`src/rtl/pipe_stage_elastic.sv`:
```
// Elastic inter-stage pipeline register: valid/ready handshake, 2-entry skid, sync flush.
// Optional stall/bubble counter output enabled by defining PIPE_STAGE_BUBBLE_CNT_EN.
module pipe_stage_elastic #(
  parameter int          PAY_W    = 97,
  parameter logic [31:0] RESET_PC = 32'h0000_3000
) (
  input  logic             clk,
  input  logic             reset_n,
  input  logic             flush,
  input  logic             in_valid,
  output logic             in_ready,
  input  logic [31:0]      in_instr,
  input  logic [31:0]      in_pc,
  input  logic [PAY_W-1:0] in_pay,
  output logic             out_valid,
  input  logic             out_ready,
  output logic [31:0]      out_instr,
  output logic [31:0]      out_pc,
  output logic [PAY_W-1:0] out_pay
`ifdef PIPE_STAGE_BUBBLE_CNT_EN
  ,
  output logic [31:0]      bubble_cnt
`endif
);

  typedef struct packed {
    logic [31:0]      instr;
    logic [31:0]      pc;
    logic [PAY_W-1:0] pay;
  } entry_t;

  typedef enum logic [1:0] {
    EMPTY = 2'd0,
    ONE   = 2'd1,
    FULL  = 2'd2
  } state_t;

  localparam entry_t RST_ENTRY = '{instr: '0, pc: RESET_PC, pay: '0};

  state_t state;
  entry_t main_q;
  entry_t skid_q;
  entry_t in_entry;
  logic   in_fire;
  logic   out_fire;

  assign in_entry = '{instr: in_instr, pc: in_pc, pay: in_pay};

  // Both handshake outputs come straight from the state register, so there is
  // no combinational path from out_ready back to in_ready.
  assign in_ready  = (state != FULL);
  assign out_valid = (state != EMPTY);
  assign in_fire   = in_valid & in_ready;
  assign out_fire  = out_valid & out_ready;

  assign out_instr = main_q.instr;
  assign out_pc    = main_q.pc;
  assign out_pay   = main_q.pay;

  // NOTE: the two data registers are reset too, because a flushed or reset
  // stage must present instr=0 (a nop) and RESET_PC on its outputs.
  always_ff @(posedge clk or negedge reset_n) begin
    if (!reset_n) begin
      // NOTE: sequential state uses non-blocking assignments only, so every
      // register here samples pre-edge values regardless of statement order.
      state  <= EMPTY;
      main_q <= RST_ENTRY;
      skid_q <= RST_ENTRY;
    end else if (flush) begin
      state  <= EMPTY;
      main_q <= RST_ENTRY;
      skid_q <= RST_ENTRY;
    end else begin
      case (state)
        EMPTY: begin
          if (in_fire) begin
            main_q <= in_entry;
            state  <= ONE;
          end
        end
        ONE: begin
          if (in_fire && out_fire) begin
            main_q <= in_entry;
          end else if (in_fire) begin
            skid_q <= in_entry;
            state  <= FULL;
          end else if (out_fire) begin
            state  <= EMPTY;
          end
        end
        FULL: begin
          if (out_fire) begin
            main_q <= skid_q;
            state  <= ONE;
          end
        end
        default: state <= EMPTY;
      endcase
    end
  end

`ifdef PIPE_STAGE_BUBBLE_CNT_EN
  // Counts every cycle the stage does not hand an entry downstream; flush does not clear it.
  always_ff @(posedge clk or negedge reset_n) begin
    if (!reset_n) begin
      bubble_cnt <= '0;
    end else if (!out_fire && (bubble_cnt != 32'hFFFF_FFFF)) begin
      bubble_cnt <= bubble_cnt + 32'd1;
    end
  end
`endif

endmodule

```
`config.mk`:
```
export PLATFORM = sky130hd
export DESIGN_NAME = pipe_stage_elastic
export DESIGN_NICKNAME = d
export VERILOG_FILES = /design/src/rtl/pipe_stage_elastic.sv
export SDC_FILE = /design/constraint.sdc
export NUM_CORES = 1
export LEC_CHECK = 0
export CELL_PAD_IN_SITES_DETAIL_PLACEMENT = 1
export CELL_PAD_IN_SITES_GLOBAL_PLACEMENT = 2
export CORE_MARGIN = 3
export CORE_UTILIZATION = 28
export CTS_CLUSTER_SIZE = 20
export DETAILED_ROUTE_END_ITERATION = 6
export PLACE_DENSITY_LB_ADDON = 0.1
export SLEW_MARGIN = 30
export SYNTH_ARGS = -nofsm -noshare
export SYNTH_HDL_FRONTEND = slang
export SYNTH_SLANG_ARGS = --single-unit
```
`constraint.sdc`:
```
create_clock -name clk -period 4.6 [get_ports clk]
set_clock_uncertainty 0.05 [all_clocks]
set_input_delay 0.69 -clock clk [delete_from_list [all_inputs] [get_ports clk]]
set_output_delay 0.69 -clock clk [all_outputs]
set_load 0.02 [all_outputs]
```
**Run 1: M1 wires**

Bar = 50 um.
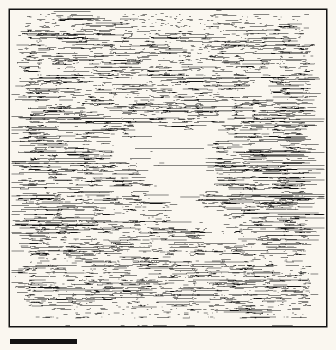
longest straight run	68.5 um
wire length on this layer	22.4 mm
main direction	horizontal

**Run 1: M2 wires**

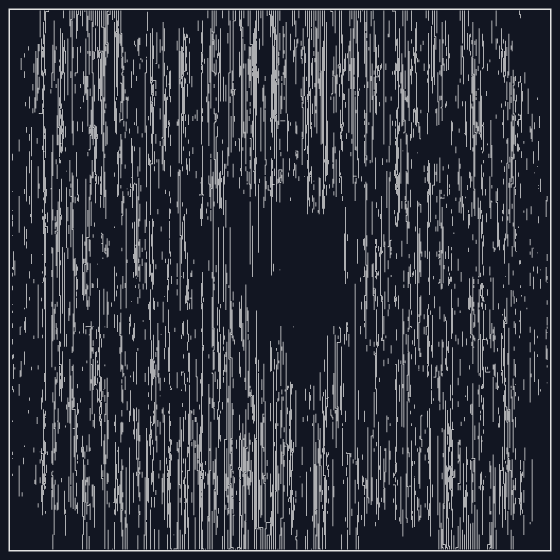
share of all routed wire	48%
nets with wire on the layer	1719
longest straight run	77.0 um

**Run 1: M3 wires**

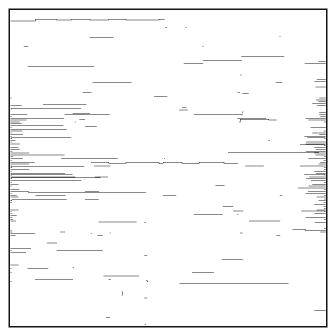
longest straight run	86.9 um
wire length on this layer	2700 um
main direction	horizontal
share of all routed wire	5.4%
met3 track demand over resource in global routing: 0.0429
overall routed net length: 50000 um

==> results_tabular.tex, run 1 <==
% Yosys + OpenROAD metrics
\begin{tabular}{lr}
\hline
Metric & Value \\
\hline
\multicolumn{2}{l}{\textbf{Clock network}} \\
\quad Root buffer cell & clkbuf\_16 \\
\quad Num CTS Buffers & 41 \\
\quad Number of gates resized after cts & 0 \\
\quad Post-CTS Repair Setup Buffers & 0 \\
\quad Sink Count & 324 \\
\quad Buffers from clock root to sink, at most & 3 \\
\quad Post-cts hold buffer count & 0 \\
\quad Latency at later pin & 0.56 ns \\
\quad CTS H-tree lvls & 2 \\
\quad Clock slew seen by the registers of the worst setup and hold paths & 0.06 ns \\
\multicolumn{2}{l}{\textbf{Logic synthesis}} \\
\quad Number of warnings issued by yosys & 0 \\
\quad Count of distinct cell types in the synthesized netlist & 21 \\
\quad Syn avg cell area & 9.17 um2 \\
\quad Synthesized chip area reported by yosys & 14600 um2 \\
\quad AO/OA Area Share & 0.111 \\
\quad Share of the synthesized area in the top cell type & 0.549 \\
\quad Yosys simple share & 0.171 \\
\quad Proportion of synthesized chip area in sequential cells & 0.556 \\
\quad Flops \& latches, synth & 324 \\
\quad Cell count after synthesis & 1590 \\
\quad Adder Share, Synth & 0 \\
\quad Dominant cell type by area after synthesis & dfrtp\_1 \\
\quad Synthesized cell area & 14600 um2 \\
\quad XOR-XNOR Cells, Area Fraction & 0 \\
\quad Floorplan net count & 1756 \\
\multicolumn{2}{l}{\textbf{Global route}} \\
\quad GRT Resource Usage Total & 0.181 \\
\quad GR Util met2 & 0.302 \\
\quad Peak-usage layer in the global routing report & met2 \\
\quad Met1 capacity usage during global routing & 0.236 \\
\quad Number of global-route vias before repair & 12959 \\
\quad Antenna violations before repair & 8 \\
\quad Largest net degree at the start of global routing & 157 \\
\multicolumn{2}{l}{\textbf{Final timing}} \\
\quad Worst-margin pin slew & 0.873 ns \\
\quad Final clock period utilization by the worst path & 0.688 \\
\quad Hold Fails Final Rpt & 0 \\
\quad Sum of negative setup slack & 0 ns \\
\quad RSZ-0062 raised after global routing & no \\
\quad Worst hold slack across all endpoints & 0.108 ns \\
\quad Min Clock Period, post-route & 3.16 ns \\
\quad Number of max-slew violations in the final report & 0 \\
\multicolumn{2}{l}{\textbf{Worst setup path}} \\
\quad Worst path buffer plus inverter count & 2 \\
\quad Signal arrival time at the worst endpoint & 2.42 ns \\
\quad Critical-path cell with the highest stage delay & clkdlybuf4s50\_1 \\
\quad Worst Path Max Fanout & 62 \\
\quad Setup Crit Path Kind & flip-flop to primary output \\
\quad Critical Path End Type & primary output \\
\quad Category of cells accounting for the largest share of critical-path delay & buffers and inverters \\
\quad Worst path max stage delay & 0.73 ns \\
\multicolumn{2}{l}{\textbf{Die}} \\
\quad Placeable Area & 51400 um2 \\
\quad Die X-Extent & 234 um \\
\quad Die extent in y & 234 um \\
\quad Cell row count & 83 \\
\quad Top-level I/O count & 329 \\
\multicolumn{2}{l}{\textbf{Final layout}} \\
\quad Area overhead of the layout relative to synthesis & 36.6\% \\
\quad Most frequent logic cells in the routed design & nand2\_1, clkdlybuf4s50\_1, a21oi\_1, dfrtp\_1, mux2\_1 \\
\quad Commonest Layout Cell & nand2\_1 \\
\quad Fraction of final layout cells sized beyond drive strength 1 & 0.0951 \\
\quad Total number of nets in the final design & 2028 \\
\multicolumn{2}{l}{\textbf{Power}} \\
\quad Power density relative to cell area & 380 nW/um2 \\
\quad Final Total Pwr & 0.00757 W \\
\quad Max IR drop VDD & 0.260 mV \\
\quad Pleak & 8.61 nW \\
\multicolumn{2}{l}{\textbf{Job}} \\
\quad Max-cap violations & 0 \\
\quad OpenROAD warnings & 32 \\
\multicolumn{2}{l}{\textbf{Run status}} \\
\quad Run status & finished, final reports clean \\
\multicolumn{2}{l}{\textbf{Drt}} \\
\quad Total iterations of the first detailed-routing run & 4 \\
\quad Remaining design rule violation count & 0 \\
\quad DRT antenna net count & 0 \\
\quad Via density & 4.73 \\
\quad Average wire per cell in the routed design & 19.4 um \\
\quad DRC violation total after the first TritonRoute iteration & 578 \\
\multicolumn{2}{l}{\textbf{Hold path}} \\
\quad Class of the tightest hold or removal check & primary input to async pin \\
\multicolumn{2}{l}{\textbf{Placed design}} \\
\quad Weighted congestion at the end of routability-driven global placement & 0.749 \\
\quad Detail Placement HPWL & 30700 um \\
\hline
\end{tabular}
## run 1: per-stage QoR
step                      instance area, um2  setup WS, ns
after global placement                 18500          1.40
after CTS                              19900          1.36
after global routing                   19900          1.29
final                                  19900          1.44
after detailed placement               18500          1.36
after floorplan                        14600          2.59
## run 1: Yosys cell counts, drive strengths merged
library cell	number
inv	2
nand2b	3
nor2	1
buf	59
or2	2
a21oi	320
nor2b	2
clkbuf	64
o21ai	1
o211ai	1
nor3	1
mux2i	1
dfrtp	320
nand2	644
dfstp	4
mux2	161
nand3	4
## run 1: worst paths after layout
path / from / to / slack [ns] / cells past startpoint
worst max-delay path: state[0] / in_ready / 1.44 / 3
max in group asynchronous: reset_n / out_pay[26] / 3.34 / 2
worst max register to register: state[0] / out_pc[16] / 2.07 / 6
min in group clk: out_pay[27] / out_pay[27] / 0.43 / 1
worst min-delay path: reset_n / skid_q[82] / 0.11 / 1
worst min register to register: out_pay[27] / out_pay[27] / 0.43 / 1
## run 1: metal layers
metal,share of wire,wire length [um],up-vias
met4,0.018,895,8
met1,0.45,22400,6110
li1,-,-,5765
met3,0.054,2700,68
met2,0.48,23900,239
met5,0.0011,55,-
## run 1: sequential cells by signal, summed over array words and instances (netlist names)
signal	flops
skid_q	161
out_pay	97
out_instr	32
out_pc	32
state	2
## run 1: cell type report
class                   instances  area, um2
well taps                     680        851
flip-flops and latches        324       8110
inverters                       2       12.5
clock inverters                 9       98.8
fillers                      5791      31500
multi-input cells            1141       5960
repair buffers                352       3610
clock buffers                  64       1270
diodes                          5       12.5
## run 1: report_power, final
| part | internal (W) | leakage (nW) | switching [W] |
|---|---|---|---|
| logic | 0.000548 | 3.61 | 0.000617 |
| registers | 0.00302 | 4.32 | 0.000108 |
| clock network | 0.00201 | 0.683 | 0.00126 |
==> run 2, diff against run 1 <==
==> constraint.sdc (replaced) <==
create_clock -name clk -period 3 [get_ports clk]
set_clock_uncertainty 0.05 [all_clocks]
set_input_delay 0.45 -clock clk [delete_from_list [all_inputs] [get_ports clk]]
set_output_delay 0.45 -clock clk [all_outputs]
set_load 0.02 [all_outputs]
**Run 2: M1 wires**

Bar = 50 um.
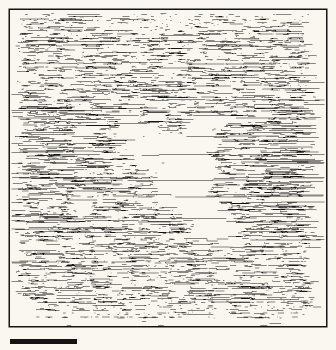
main direction	horizontal
longest straight run	66.7 um
share of all routed wire	44%
wire length on this layer	21.7 mm
nets with wire on the layer	1811
total number of vias: 12250
met1 capacity usage during global routing: 0.229
overall routed net length: 49600 um

**Run 2: M2 wires**

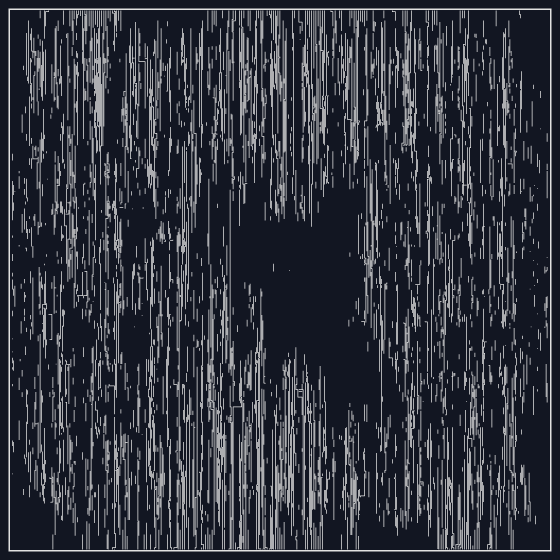
wire length on this layer	24.1 mm
longest straight run	83.8 um
share of all routed wire	49%
main direction	vertical

==> run 2 against run 1 <==
  * Sequential share of layout area barely moved
  * First-iteration DRC count down 14%
  * Synthesized cell count did not move
  * Non-clock buffer count increased by 2
  * Clock power increased by 44%
  * Worst setup slack worse by 1.1 ns
  * Final area is essentially flat
  * Total power grew 50%
  * Via count up 0.49%
  * Largest power group is now registers
  * Combinational power rose by 55%
==> results_tabular.tex, run 2 <==
% Yosys + OpenROAD metrics
\begin{tabular}{lr}
\hline
Metric & Value \\
\hline
\multicolumn{2}{l}{\textbf{Logic synthesis}} \\
\quad Syn avg cell area & 9.17 um2 (unchanged) \\
\quad Number of enable-type register cells in the synthesized netlist & 0 (unchanged) \\
\quad Floorplan net count & 1756 (unchanged) \\
\quad Cell count after synthesis & 1590 (unchanged) \\
\quad Count of distinct cell types in the synthesized netlist & 21 (unchanged) \\
\quad Number of warnings issued by yosys & 0 (unchanged) \\
\quad Proportion of synthesized chip area in sequential cells & 0.556 (unchanged) \\
\quad Share of the synthesized area in the top cell type & 0.549 (unchanged) \\
\quad List of most frequent post-synthesis cells & nand2\_1, a21oi\_1, dfrtp\_1 (unchanged) \\
\quad Synthesized cell area & 14600 um2 (unchanged) \\
\quad Dominant cell type by area after synthesis & dfrtp\_1 (unchanged) \\
\quad Synthesized chip area reported by yosys & 14600 um2 (unchanged) \\
\quad Flops \& latches, synth & 324 (unchanged) \\
\multicolumn{2}{l}{\textbf{Final timing}} \\
\quad Sum of negative setup slack & 0 ns (unchanged) \\
\quad RSZ-0062 raised after global routing & no (unchanged) \\
\quad Final clock period utilization by the worst path & 0.894 \\
\quad Hold Fails Final Rpt & 0 (unchanged) \\
\quad Number of max-slew violations in the final report & 0 (unchanged) \\
\quad Worst-margin pin slew & 0.885 ns (was 0.873 ns) \\
\quad Worst hold slack across all endpoints & 0.281 ns (was 0.108 ns) \\
\multicolumn{2}{l}{\textbf{Placed design}} \\
\quad Detail Placement HPWL & 30300 um (was 30700 um) \\
\quad Placed inst area & 18600 um2 (was 18500 um2) \\
\quad Weighted congestion at the end of routability-driven global placement & 0.754 (was 0.749) \\
\multicolumn{2}{l}{\textbf{Clock network}} \\
\quad Root buffer cell & clkbuf\_16 (unchanged) \\
\quad Number of gates resized after cts & 0 (unchanged) \\
\quad Num CTS Buffers & 41 (unchanged) \\
\quad Post-CTS Repair Setup Buffers & 0 (unchanged) \\
\quad Clock slew seen by the registers of the worst setup and hold paths & 0.06 ns (about the same) \\
\quad Post-cts hold buffer count & 1 (was 0) \\
\quad Latency at later pin & 0.55 ns (was 0.56 ns) \\
\multicolumn{2}{l}{\textbf{Drt}} \\
\quad Total iterations of the first detailed-routing run & 4 (unchanged) \\
\quad Average wire per cell in the routed design & 19.3 um (was 19.4 um) \\
\quad Remaining design rule violation count & 0 (unchanged) \\
\quad DRT antenna net count & 0 (unchanged) \\
\multicolumn{2}{l}{\textbf{Hold path}} \\
\quad Class of the tightest hold or removal check & primary input to flip-flop (was primary input to async pin) \\
\quad Hold Path Origin & flush \\
\quad WHS Path Cells & 2 \\
\multicolumn{2}{l}{\textbf{Final layout}} \\
\quad Number of flip-flops in the largest register & 161 (unchanged) \\
\quad Most frequent logic cells in the routed design & nand2\_1, clkdlybuf4s50\_1, a21oi\_1, dfrtp\_1, mux2\_1 (unchanged) \\
\quad Most flop-heavy register & skid\_q (unchanged) \\
\quad Total number of nets in the final design & 2030 (was 2028) \\
\quad Fraction of final layout cells sized beyond drive strength 1 & 0.0919 (was 0.0951) \\
\quad Commonest Layout Cell & nand2\_1 (unchanged) \\
\quad Area overhead of the layout relative to synthesis & 36.6\% (about the same) \\
\multicolumn{2}{l}{\textbf{Power}} \\
\quad Power density relative to cell area & 568 nW/um2 (was 380 nW/um2) \\
\quad Pleak & 8.59 nW (was 8.61 nW) \\
\quad Max IR drop VDD & 0.335 mV (was 0.260 mV) \\
\multicolumn{2}{l}{\textbf{Worst setup path}} \\
\quad Category of cells accounting for the largest share of critical-path delay & buffers and inverters (unchanged) \\
\quad Signal arrival time at the worst endpoint & 2.18 ns (was 2.42 ns) \\
\quad Worst Path Max Fanout & 37 (was 62) \\
\quad Critical path destination & in\_ready (unchanged) \\
\quad Worst path buffer plus inverter count & 2 (unchanged) \\
\quad Reg-to-reg slack, setup & 0.90 ns (was 2.07 ns) \\
\quad Reg-to-reg critical path startpoint & state[0] (unchanged) \\
\quad Worst path max stage delay & 0.68 ns (was 0.73 ns) \\
\quad Critical-path cell with the highest stage delay & clkdlybuf4s50\_1 (unchanged) \\
\quad Cells on worst reg2reg path & 5 (was 6) \\
\quad Critical Path End Type & primary output (unchanged) \\
\multicolumn{2}{l}{\textbf{Die}} \\
\quad Die extent in y & 234 um (unchanged) \\
\quad Top-level I/O count & 329 (unchanged) \\
\quad Cell row count & 83 (unchanged) \\
\multicolumn{2}{l}{\textbf{Global route}} \\
\quad Number of global-route vias before repair & 13261 (was 12959) \\
\quad Largest net degree at the start of global routing & 163 (was 157) \\
\quad Antenna violations before repair & 8 (unchanged) \\
\multicolumn{2}{l}{\textbf{Run status}} \\
\quad Run status & finished, final reports clean (unchanged) \\
\multicolumn{2}{l}{\textbf{Job}} \\
\quad Max-cap violations & 0 (unchanged) \\
\quad OpenROAD warnings & 30 (was 32) \\
\hline
\end{tabular}
==> run 2: cell types whose count changed in the layout (fill, tap and decap cells not counted), moves of 2 or more <==
cell       delta
diode_2       -4
bufinv_16     -2
clkinv_2      -4
buf_4         -6
clkbuf_1      +6
buf_12        +7
clkbuf_16     -2
==> run 2: logic make-up after synthesis <==
kind of cell | Yosys count | share of synthesized area
mux | 162 | 0.125
buf+inv | 125 | 0.0372
compound gates | 322 | 0.111
flops | 324 | 0.556
simple gates | 657 | 0.171
==> run 2: stage by stage <==
step,total power (W),utilization,setup WS [ns]
3_3_place_gp,0.00669,0.363,0.569
2_1_floorplan,0.00565,-,1.23
3_5_place_dp,0.00672,0.363,0.540
6_report,0.0113,0.388,0.318
5_1_grt,0.0119,0.388,0.220
4_1_cts,0.0116,0.387,0.252
==> run 2: layout make-up <==
cell class,count,area (um2)
clock inverter,5,35.0
clock buffer,67,1230
antenna,1,2.50
sequential,324,8110
tap,680,851
timing repair buffer,354,3720
multi-input combinational,1141,5960
inverter,2,12.5
fill,5792,31500
==> run 2: routing by layer <==
metal	wire, um	GRT usage	vias up	part of all wire
li1	-	-	5750	-
met1	21700	0.229	6195	0.44
met2	24100	0.305	222	0.49
met3	2730	0.0422	71	0.055
met4	950	0.0469	12	0.019
met5	95	0	-	0.0019
==> run 2: power by group <==
| part | total, W | switching [W] | internal [W] | leakage (nW) |
|---|---|---|---|---|
| clock network | 0.00472 | 0.00193 | 0.00280 | 0.619 |
| registers | 0.00480 | 0.000165 | 0.00464 | 4.32 |
| logic | 0.00180 | 0.000948 | 0.000849 | 3.65 |
| total | 0.0113 | 0.00304 | 0.00828 | 8.59 |
Power figures rest on the tool's default switching activity, not on a simulated workload.
